**config.mk**
```make
export PLATFORM = sky130hd
export DESIGN_NAME = vec_stream_io_flat
export DESIGN_NICKNAME = d
export VERILOG_FILES = /design/src/rtl/vec_stream_pkg.sv /design/src/rtl/vec_stream_io_if.sv /design/src/rtl/vec_serializer.sv /design/src/rtl/vec_stream_io.sv /design/src/flat_wrapper.sv
export SDC_FILE = /design/constraint.sdc
export NUM_CORES = 1
export LEC_CHECK = 0
export CORE_MARGIN = 5
export CORE_UTILIZATION = 30
export DETAILED_ROUTE_END_ITERATION = 6
export PLACE_DENSITY_LB_ADDON = 0.3
export SYNTH_ARGS = -nofsm -noshare
export SYNTH_HDL_FRONTEND = slang
export SYNTH_SLANG_ARGS = --single-unit
```
**constraint.sdc**
```tcl
create_clock -name clk -period 1.7 [get_ports clk]
set_input_delay 0.17 -clock clk [delete_from_list [all_inputs] [get_ports clk]]
set_output_delay 0.17 -clock clk [all_outputs]
set_load 0.02 [all_outputs]
```
**src/rtl/vec_stream_pkg.sv**
```systemverilog
// Shared types and constants for the vec_stream_io streaming front/back end.
// Optional framing support is enabled by defining VEC_STREAM_LAST_EN.
package vec_stream_pkg;

  typedef enum logic [1:0] {
    LOAD    = 2'd0,
    COMPUTE = 2'd1,
    SEND    = 2'd2
  } vs_state_e;

  localparam int VS_MAX_LAT = 15;

  // Counter width for a dimension, never narrower than one bit.
  function automatic int cntWidth(input int n);
    return (n > 1) ? $clog2(n) : 1;
  endfunction

endpackage

```
**src/rtl/vec_stream_io_if.sv**
```systemverilog
// Valid/ready element stream with a frame marker; used for both the input
// and output side of vec_stream_io.
interface vec_stream_io_if #(
  parameter int WIDTH = 16
);

  logic                    valid;
  logic                    ready;
  logic                    last;
  logic signed [WIDTH-1:0] data;

  modport master (output valid, output data, output last, input ready);
  modport slave  (input valid, input data, input last, output ready);

endinterface

```
**src/rtl/vec_serializer.sv**
```systemverilog
// Output buffer for one core result; streams its OUT_DIM elements out one per
// handshake. m_last is driven only when VEC_STREAM_LAST_EN is defined.
module vec_serializer
  import vec_stream_pkg::*;
#(
  parameter int OUT_DIM = 2,
  parameter int WIDTH   = 16
) (
  input  logic                     clk,
  input  logic                     rst,
  input  logic                     i_load,
  input  logic [OUT_DIM*WIDTH-1:0] i_vec,
  vec_stream_io_if.master          m_if,
  output logic                     o_done
);

  localparam int OUT_IW = cntWidth(OUT_DIM);

  logic [OUT_DIM-1:0][WIDTH-1:0] r_buf;
  logic [OUT_IW-1:0]             r_outIdx;
  logic                          r_valid;

  logic w_hs;
  logic w_lastIdx;

  assign w_hs      = r_valid & m_if.ready;
  assign w_lastIdx = (r_outIdx == OUT_IW'(OUT_DIM - 1));

  // A load always wins: the top only loads while no element is outstanding.
  always_ff @(posedge clk) begin
    if (rst) begin
      r_buf    <= '0;
      r_outIdx <= '0;
      r_valid  <= 1'b0;
    end else if (i_load) begin
      r_buf    <= i_vec;
      r_outIdx <= '0;
      r_valid  <= 1'b1;
    end else if (w_hs) begin
      if (w_lastIdx) begin
        r_outIdx <= '0;
        r_valid  <= 1'b0;
      end else begin
        r_outIdx <= r_outIdx + 1'b1;
      end
    end
  end

  assign m_if.valid = r_valid;
  assign m_if.data  = r_buf[r_outIdx];
  assign o_done     = w_hs & w_lastIdx;

`ifdef VEC_STREAM_LAST_EN
  assign m_if.last = r_valid & w_lastIdx;
`else
  assign m_if.last = 1'b0;
`endif

endmodule

```
**src/rtl/vec_stream_io.sv**
```systemverilog
// Packs IN_DIM streamed elements into core_in, waits CORE_LAT cycles, then
// streams the core result back out. Framing checks need VEC_STREAM_LAST_EN.
module vec_stream_io
  import vec_stream_pkg::*;
#(
  parameter int IN_DIM   = 10,
  parameter int OUT_DIM  = 2,
  parameter int WIDTH    = 16,
  parameter int CORE_LAT = 1
) (
  input  logic                     clk,
  input  logic                     rst,
  vec_stream_io_if.slave           s_if,
  vec_stream_io_if.master          m_if,
  output logic [IN_DIM*WIDTH-1:0]  core_in,
  input  logic [OUT_DIM*WIDTH-1:0] core_out,
  output logic                     busy,
  output logic                     frame_err
);

  localparam int IN_IW = cntWidth(IN_DIM);
  localparam int LAT_W = cntWidth(VS_MAX_LAT + 1);

  vs_state_e                    r_state;
  logic [IN_IW-1:0]             r_inIdx;
  logic [LAT_W-1:0]             r_latCnt;
  logic [IN_DIM-1:0][WIDTH-1:0] r_coreIn;

  logic w_sHs;
  logic w_inLast;
  logic w_frameBad;
  logic w_capture;
  logic w_sendDone;

  assign s_if.ready = (r_state == LOAD) & ~rst;
  assign w_sHs      = s_if.valid & s_if.ready;
  assign w_inLast   = (r_inIdx == IN_IW'(IN_DIM - 1));
  assign w_capture  = (r_state == COMPUTE) && (r_latCnt == '0);

  assign core_in = r_coreIn;
  assign busy    = (r_state != LOAD);

`ifdef VEC_STREAM_LAST_EN
  logic r_frameErr;

  // A frame marker on the wrong slot, or missing on the final slot, drops the frame.
  assign w_frameBad = w_sHs & (s_if.last != w_inLast);

  always_ff @(posedge clk) begin
    if (rst) r_frameErr <= 1'b0;
    else     r_frameErr <= w_frameBad;
  end

  assign frame_err = r_frameErr;
`else
  assign w_frameBad = 1'b0;
  assign frame_err  = 1'b0;
`endif

  always_ff @(posedge clk) begin
    if (rst) begin
      r_state  <= LOAD;
      r_inIdx  <= '0;
      r_latCnt <= '0;
      r_coreIn <= '0;
    end else begin
      case (r_state)
        LOAD: begin
          if (w_sHs) begin
            r_coreIn[r_inIdx] <= s_if.data;
            if (w_frameBad) begin
              r_inIdx <= '0;
            end else if (w_inLast) begin
              r_inIdx  <= '0;
              r_latCnt <= LAT_W'(CORE_LAT - 1);
              r_state  <= COMPUTE;
            end else begin
              r_inIdx <= r_inIdx + 1'b1;
            end
          end
        end
        COMPUTE: begin
          if (r_latCnt == '0) r_state  <= SEND;
          else                r_latCnt <= r_latCnt - 1'b1;
        end
        SEND: begin
          if (w_sendDone) r_state <= LOAD;
        end
        default: r_state <= LOAD;
      endcase
    end
  end

  vec_serializer #(
    .OUT_DIM (OUT_DIM),
    .WIDTH   (WIDTH)
  ) u_serializer (
    .clk    (clk),
    .rst    (rst),
    .i_load (w_capture),
    .i_vec  (core_out),
    .m_if   (m_if),
    .o_done (w_sendDone)
  );

endmodule

```
**src/flat_wrapper.sv**
```systemverilog
// flat-port wrapper written by rule: the top's interface ports become plain ports
module vec_stream_io_flat import vec_stream_pkg::*;
#(
  parameter int IN_DIM   = 10,
  parameter int OUT_DIM  = 2,
  parameter int WIDTH    = 16,
  parameter int CORE_LAT = 1
)
  (clk, rst, core_in, core_out, busy, frame_err, s_if_valid, s_if_data, s_if_last, s_if_ready, m_if_valid, m_if_data, m_if_last, m_if_ready);
  vec_stream_io_if #(.WIDTH(WIDTH)) s_if_i ();
  vec_stream_io_if #(.WIDTH(WIDTH)) m_if_i ();
  input  logic clk;
  input  logic rst;
  output logic [IN_DIM*WIDTH-1:0] core_in;
  input  logic [OUT_DIM*WIDTH-1:0] core_out;
  output logic busy;
  output logic frame_err;
  input wire logic [$bits(s_if_i.valid)-1:0] s_if_valid;
  input wire logic [$bits(s_if_i.data)-1:0] s_if_data;
  input wire logic [$bits(s_if_i.last)-1:0] s_if_last;
  output wire logic [$bits(s_if_i.ready)-1:0] s_if_ready;
  output wire logic [$bits(m_if_i.valid)-1:0] m_if_valid;
  output wire logic [$bits(m_if_i.data)-1:0] m_if_data;
  output wire logic [$bits(m_if_i.last)-1:0] m_if_last;
  input wire logic [$bits(m_if_i.ready)-1:0] m_if_ready;
  assign s_if_i.valid = s_if_valid;
  assign s_if_i.data = s_if_data;
  assign s_if_i.last = s_if_last;
  assign s_if_ready = s_if_i.ready;
  assign m_if_valid = m_if_i.valid;
  assign m_if_data = m_if_i.data;
  assign m_if_last = m_if_i.last;
  assign m_if_i.ready = m_if_ready;
  vec_stream_io #(.IN_DIM(IN_DIM), .OUT_DIM(OUT_DIM), .WIDTH(WIDTH), .CORE_LAT(CORE_LAT)) u_core (.clk(clk), .rst(rst), .s_if(s_if_i), .m_if(m_if_i), .core_in(core_in), .core_out(core_out), .busy(busy), .frame_err(frame_err));
endmodule
```
==> run_1/placement_by_type.png <==
Bar = 50 um. Fill, decap, tap and diode cells in gray.
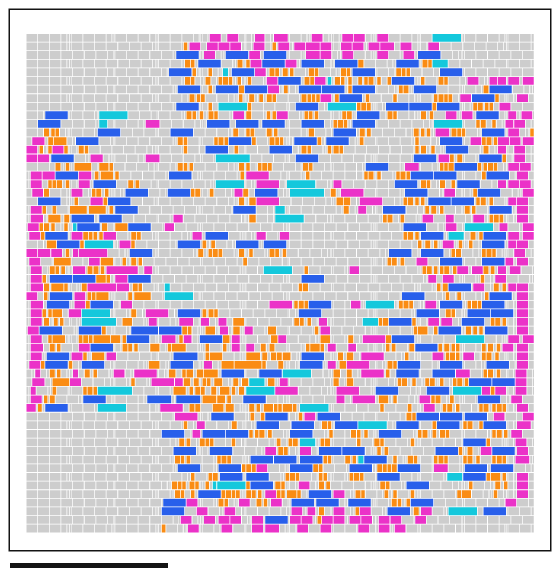
| color | class | cells | share of their area |
|---|---|---|---|
| orange | combinational and other logic | 676 | 28% |
| magenta | other buffers and delay cells | 294 | 28% |
| blue | flops | 204 | 37% |
| cyan | clock drivers and dummy loads | 41 | 7.3% |
final design area excluding fillers: 11600 um2
Util after Layout: 0.458
Core Area: 25300 um2

==> run_1/congestion.png <==
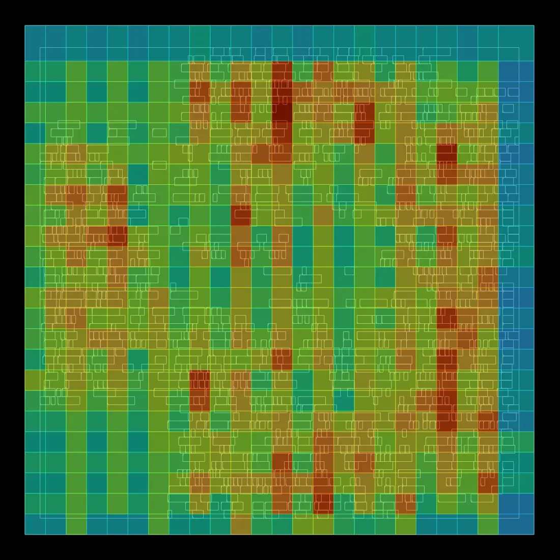
GR peak layer: met2
grt met2 use: 0.270

==> run_1/flops_by_reg.png <==
Bar = 50 um. Other sequential cells in the stronger gray, the rest of the logic in the fainter gray.
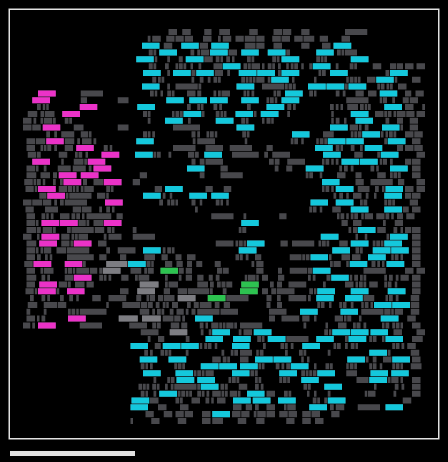
| color | netlist name | placed flops |
|---|---|---|
| cyan | u_core.core_in | 160 |
| green | u_core.r_inIdx | 4 |
| magenta | u_core.u_serializer.r_buf | 32 |
not colored: 8

==> results.cfg, run 1 <==
; generated from flow reports
[sta]
layout_setup_ws_ns = 0.00423
fmax_mhz = 590
setup_viol = 0
finalClockPeriodUsage = 0.998
skew_ns = 0.00685
final.setup.tns_ns = 0
finalHoldViolations = 0
fin_crit_ns = 1.70
holdWs_ns = 0.208

[critical_path]
slowest_stage = dfxtp_4
crit_type = reg2out
reg2reg_depth = 8
reg2reg_slack_ns = 0.04
endpoint = m_if_data[0]
critPathMaxStageDelay_ns = 0.38
crit_arrival_ns = 1.53
crit_chain = buf_12, mux2_2, buf_2
worstPathMaxFanout = 9
timing.rr.start = u_core.r_latCnt[0]
startpoint_type = flip-flop
crit_required_ns = 1.53
reg2reg_to = u_core.u_serializer.r_buf[16]

[synth]
synthTopCellsByArea = dfxtp_1, nand2_1, a21oi_1
synth-main-ff-cell = dfxtp_1
yosys.area.top_type = dfxtp_1
logic_family = simple AND/OR/NAND/NOR gates
ys_cells = 962
synthCells = 962
synth_chip_area_um2 = 7740
synth-xor-area-share = 0.00339
edf_count = 0
netlist_area_um2 = 7740
synthAoiAreaFrac = 0.141
ys_sh_simple = 0.231
yosysWarningCount = 0
synthArstFlopShare = 0
synth.mux.area_fraction = 0.0233

[die]
die_h_um = 171
num_rows = 58
fp_util = 0.306
ios = 234
die_x_um = 171

[finish]
drive_gt1_frac = 0.133
areaGrowthSynthToFinish_pct = 49.9
fin_nets = 1254
antenna_cells = 0

[power]
p_leak_nw = 4.32
p_per_area_nw_per_um2 = 934
report.power.total_w = 0.0108
peakVddDrop_v = 0.000571

[clock_tree]
clkTransAtPathRegs_ns = 0.06
cts-root-buf = clkbuf_16
cts-buffers-inserted = 23
max-clock-path-buffers = 3
post_cts_resized = 110
insertion_delay_ns = 0.51
tritoncts = done

[global_route]
grt_pass1_wl_um = 39200
grt_overflow_total = 0
grt_pass1_vias = 6637
grt.total_usage = 0.170
antenna_found_initial = 0
met3_usage = 0.0492

[drt]
viasPerCell = 4.68
drt_wl_total_um = 26600
ant_nets = 0
wl_per_cell_um = 17.2
drc = 0
drt-initial-drc-count = 542
drt_first_pass_iters = 5

[outcome]
run_status = complete, no violations

[job]
warnings = 30

[placement]
dp_slack_ns = -0.0825
place.gp.congestion = 0.769
port_buffers = 230
dpl.hpwl_um = 17100

[min_path]
hold_path.class = in2reg
[run 1: worst max-delay path, delay by kind of cell, from the launching register on]
kind	cells	cell delay [ns]
buf+inv	2	0.30
mux	1	0.33
flops	1	0.38
[run 1: layout by cell type, fill, tap and decap left out, types with 4 or more instances in the layout]
cell type        synthesis  routed
a21oi_1                190     185
a21oi_2                  7      12
and3_1                  10      10
buf_12                   0      18
buf_2                   14       4
buf_4                   31      40
buf_6                    6      16
bufinv_16                0       4
clkbuf_16                0      25
clkbuf_8                 0       6
clkdlybuf4s50_1          0     186
dfxtp_1                204     200
dlygate4sd2_1            0      11
dlymetal6s2s_1           0      15
mux2_2                  16       9
mux2_4                   0       7
nand2_1                391     391
nand3_1                 11      11
nor2_1                  10       9
nor3_1                   4       4
[run 1: where the power goes]
group	switching (W)	internal, W
clock	0.00199	0.00335
combinational	0.000385	0.000271
sequential	0.0000268	0.00482
total	0.00240	0.00844
[run 1: metal layers]
layer  share of wire  up-vias
met2            0.44      256
met1            0.45     3358
met3           0.088       39
met5               0        -
met4           0.022        0
li1                -     3573
[run 1: cell usage after synthesis (4+ instances only)]
master    number
a21oi_1      190
a21oi_2        7
and3_1        10
buf_2         14
buf_4         31
buf_6          6
clkbuf_1      27
dfxtp_1      204
inv_1          4
mux2_2        16
nand2_1      391
nand3_1       11
nor2_1        10
nor2b_1        4
nor3_1         4
[run 1: area by class of cell]
type	count	area (um2)
clock buffer	32	669
tap	330	413
multi-input combinational	672	3170
timing repair buffer	294	3090
clock inverter	9	151
sequential	204	4090
fill	2511	13700
inverter	4	15.0
[run 1: sequential cells by signal, indices dropped and copies added (netlist names)]
signal and count:
u_core.r_state 2, u_core.r_latCnt 4, u_core.r_inIdx 4, u_core.u_serializer.m_if.valid 1, u_core.u_serializer.r_buf 32, u_core.core_in 160, u_core.u_serializer.r_outIdx 1
[run 1: worst min-delay path by stage]
stage | from | to | cells past startpoint
6_report | core_out[6] | u_core.u_serializer.r_buf[6] | 3
5_1_grt | core_out[15] | u_core.u_serializer.r_buf[15] | 3
4_1_cts | core_out[25] | u_core.u_serializer.r_buf[25] | 3
3_5_place_dp | u_core.core_in[146] | u_core.core_in[146] | 2
3_3_place_gp | u_core.core_in[108] | u_core.core_in[108] | 2
2_1_floorplan | core_out[0] | u_core.u_serializer.r_buf[0] | 2
[run 1: stage by stage]
| stage | instances | util | instance area, um2 |
|---|---|---|---|
| after floorplan | 963 | - | 7740 |
| after global placement | 1493 | 0.416 | 10500 |
| after detailed placement | 1493 | 0.416 | 10500 |
| after CTS | 1539 | 0.452 | 11400 |
| after global routing | 1545 | 0.458 | 11600 |
| final | 1545 | 0.458 | 11600 |
[run 1: cell families (layout without fill, tap and decap cells)]
family / count (synthesis) / in the layout
adder cells (fa/ha/maj): 2 / 2
multiplexers: 16 / 16
other: 1 / 2
AND/OR/NAND/NOR: 442 / 442
buffers and inverters: 87 / 339
XOR/XNOR: 3 / 3
AND-OR/OR-AND: 207 / 207
flip-flops: 204 / 204
==> run 1 -> run 2 <==
--- a/config.mk
+++ b/config.mk
@@ -6,7 +6,7 @@
 export NUM_CORES = 1
 export LEC_CHECK = 0
 export CORE_MARGIN = 5
-export CORE_UTILIZATION = 30
+export CORE_UTILIZATION = 47
 export DETAILED_ROUTE_END_ITERATION = 6
 export PLACE_DENSITY_LB_ADDON = 0.3
 export SYNTH_ARGS = -nofsm -noshare
==> run 2 against run 1 <==
The run now ends with setup timing left. Area after synthesis unchanged. Setup slack worse by 0.035 ns. Largest cell class unchanged. Clock power shrank 12%. Via count increased by 0.86%. Cell area shrank 2.7%. Final cell count is 7.5% lower. Non-clock buffer count is 5 lower. Combinational power is 4.9% lower.
==> results.cfg, run 2 <==
; generated from flow reports
[synth]
synth-seq-cells = 204
yosys.area.top_type = dfxtp_1
synthTopCellsByArea = dfxtp_1, nand2_1, a21oi_1
synth-main-ff-cell = dfxtp_1
edf_count = 0
common_cells = nand2_1, dfxtp_1, a21oi_1
netlist_area_um2 = 7740
synth_chip_area_um2 = 7740
synthArstFlopShare = 0
ys_cells = 962
yosysWarningCount = 0
most_common_cell = nand2_1

[sta]
finalClockPeriodUsage = 1.02
fmax_mhz = 578
fin_crit_ns = 1.73
skew_ns = 0.0107
setup_viol = 6
layout_setup_ws_ns = -0.0306
finalHoldViolations = 0

[critical_path]
startpoint_type = flip-flop
cp-end-kind = output pin
crit_chain = buf_12, buf_6, mux2_4, buf_6
critPathMaxStageDelay_ns = 0.40
timing.rr.start = u_core.r_latCnt[0]
reg2reg_to = u_core.u_serializer.r_buf[7]
reg2reg_depth = 7
crit_type = reg2out
worstPathMaxFanout = 5
reg2reg_slack_ns = 0.02
slowest_stage = dfxtp_4
crit_arrival_ns = 1.56

[power]
peakVddDrop_v = 0.000621
p_leak_nw = 3.97
p_per_area_nw_per_um2 = 901

[clock_tree]
cts-root-buf = clkbuf_16
cts-buffers-inserted = 22
tritoncts = done
clkTransAtPathRegs_ns = 0.06
cts.sinks = 204
max-clock-path-buffers = 3

[drt]
wl_per_cell_um = 16.6
viasPerCell = 5.10
drt-initial-drc-count = 606
drc = 0
drt_first_pass_iters = 4
drt_wl_total_um = 23700

[min_path]
hold_depth = 3
hold_path.class = in2reg
hold_path_end = u_core.u_serializer.r_buf[5]

[placement]
place.gp.congestion = 0.834
port_buffers = 230
dp_slack_ns = -0.0852
place_area_um2 = 10300
dpl.hpwl_um = 15500

[outcome]
violations = setup timing
run_status = finished, violations left

[finish]
stdcell_area_um2 = 11300
layout_top_cell = nand2_1
antenna_cells = 0
fin_nets = 1248
areaGrowthSynthToFinish_pct = 45.9
lay_top_cells = nand2_1, clkdlybuf4s50_1, dfxtp_1, a21oi_1, buf_4
largest_register_ffs = 160

[global_route]
grt_pass1_wl_um = 36000
grt.total_usage = 0.228

[die]
die_x_um = 138
num_rows = 47
ios = 234
die_h_um = 138
coreArea_um2 = 16300

[job]
warnings = 32
## run 2: cell counts after synthesis
Identical to the previous run, type by type.
## run 2: cell families after synthesis
family / share of synthesized area
and+or+nand+nor: 0.231
muxes: 0.0233
adders and majority gates: 0.00323
xor gates and xnor gates: 0.00340
other: 0.000485
DFF: 0.528
buffers and inverters: 0.0700
AOI/OAI and AO/OA: 0.141
## run 2: per-layer routing
metal  global-route usage  part of all wire  up-vias
li1                     -                 -     3568
met1                0.274              0.39     3396
met3               0.0604             0.090       44
met2                0.403              0.49      280
met4               0.0671             0.025        0
met5                    0                 0        -
## run 2: power by group
group          switching [W]  leakage [nW]  internal, W
clock network        0.00188         0.371      0.00283
logic               0.000360          1.96     0.000264
registers          0.0000245          1.65      0.00482
## run 2: worst max-delay path by stage
stage | startpoint | endpoint | slack (ns) | depth (start not counted)
6_report | u_core.u_serializer.r_outIdx | m_if_data[10] | -0.03 | 4
5_1_grt | u_core.r_latCnt[0] | u_core.u_serializer.r_buf[7] | -0.11 | 7
4_1_cts | u_core.u_serializer.r_outIdx | m_if_data[0] | -0.14 | 5
3_5_place_dp | s_if_valid | u_core.core_in[91] | -0.09 | 7
3_3_place_gp | s_if_valid | u_core.core_in[148] | -0.05 | 7
2_1_floorplan | u_core.r_latCnt[0] | u_core.u_serializer.r_buf[19] | 0.14 | 7
## run 2: through the flow
| stage | instances | power [W] | utilization | TNS, ns |
|---|---|---|---|---|
| after floorplan | 963 | 0.00525 | - | 0 |
| after global placement | 1379 | 0.00557 | 0.632 | -1.90 |
| after detailed placement | 1379 | 0.00557 | 0.632 | -4.65 |
| after CTS | 1429 | 0.0103 | 0.684 | -0.824 |
| after global routing | 1429 | 0.0105 | 0.691 | -1.28 |
| final | 1429 | 0.0102 | 0.691 | -0.145 |
## run 2: repair_timing
action / in CTS / in global routing
setup endpoints to repair: 27 / 38
pin swaps: 0 / 1
gates cloned: 3 / 0
buffers inserted: 6 / 1
gates resized: 85 / 49
hold buffers: 1 / 0
hold endpoints to repair: 1 / 0
## run 2: layout make-up
| class | instances | area (um2) | area share |
|---|---|---|---|
| flip-flops and latches | 204 | 4090 | 0.362 |
| clock inverters | 10 | 75.1 | 0.00665 |
| well taps | 220 | 275 | 0.0244 |
| inverters | 4 | 15.0 | 0.00133 |
| multi-input cells | 672 | 3180 | 0.281 |
| clock buffers | 30 | 652 | 0.0577 |
| repair buffers | 289 | 3010 | 0.267 |
## run 2: critical path, delay by kind of cell, from the launching register on
family   cells  cell delay (ns)
flops        1             0.40
mux          1             0.30
buf+inv      3             0.36
==> run_2/cell_density.png <==
The die is cut into 14 by 14 equal tiles; black is low, pale yellow is high, 0 to 100% covered.
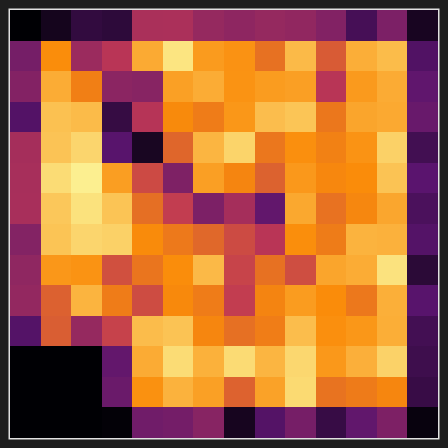
nearly empty tiles: 5.6%
fullest tile: 97%
mean over tiles: 58%
tiles over 75% full: 40%
Util after Layout: 0.691
FP Core Util: 0.473

==> run_2/wires.png <==
Bar = 50 um. Only two layers are drawn.
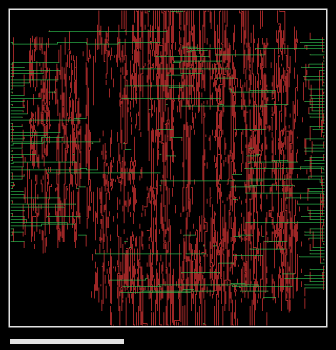
| color | layer | wire length |
|---|---|---|
| green | metal 3 | 2140 um |
| red | metal 2 | 11700 um |

Power and IR drop assume default switching activity.
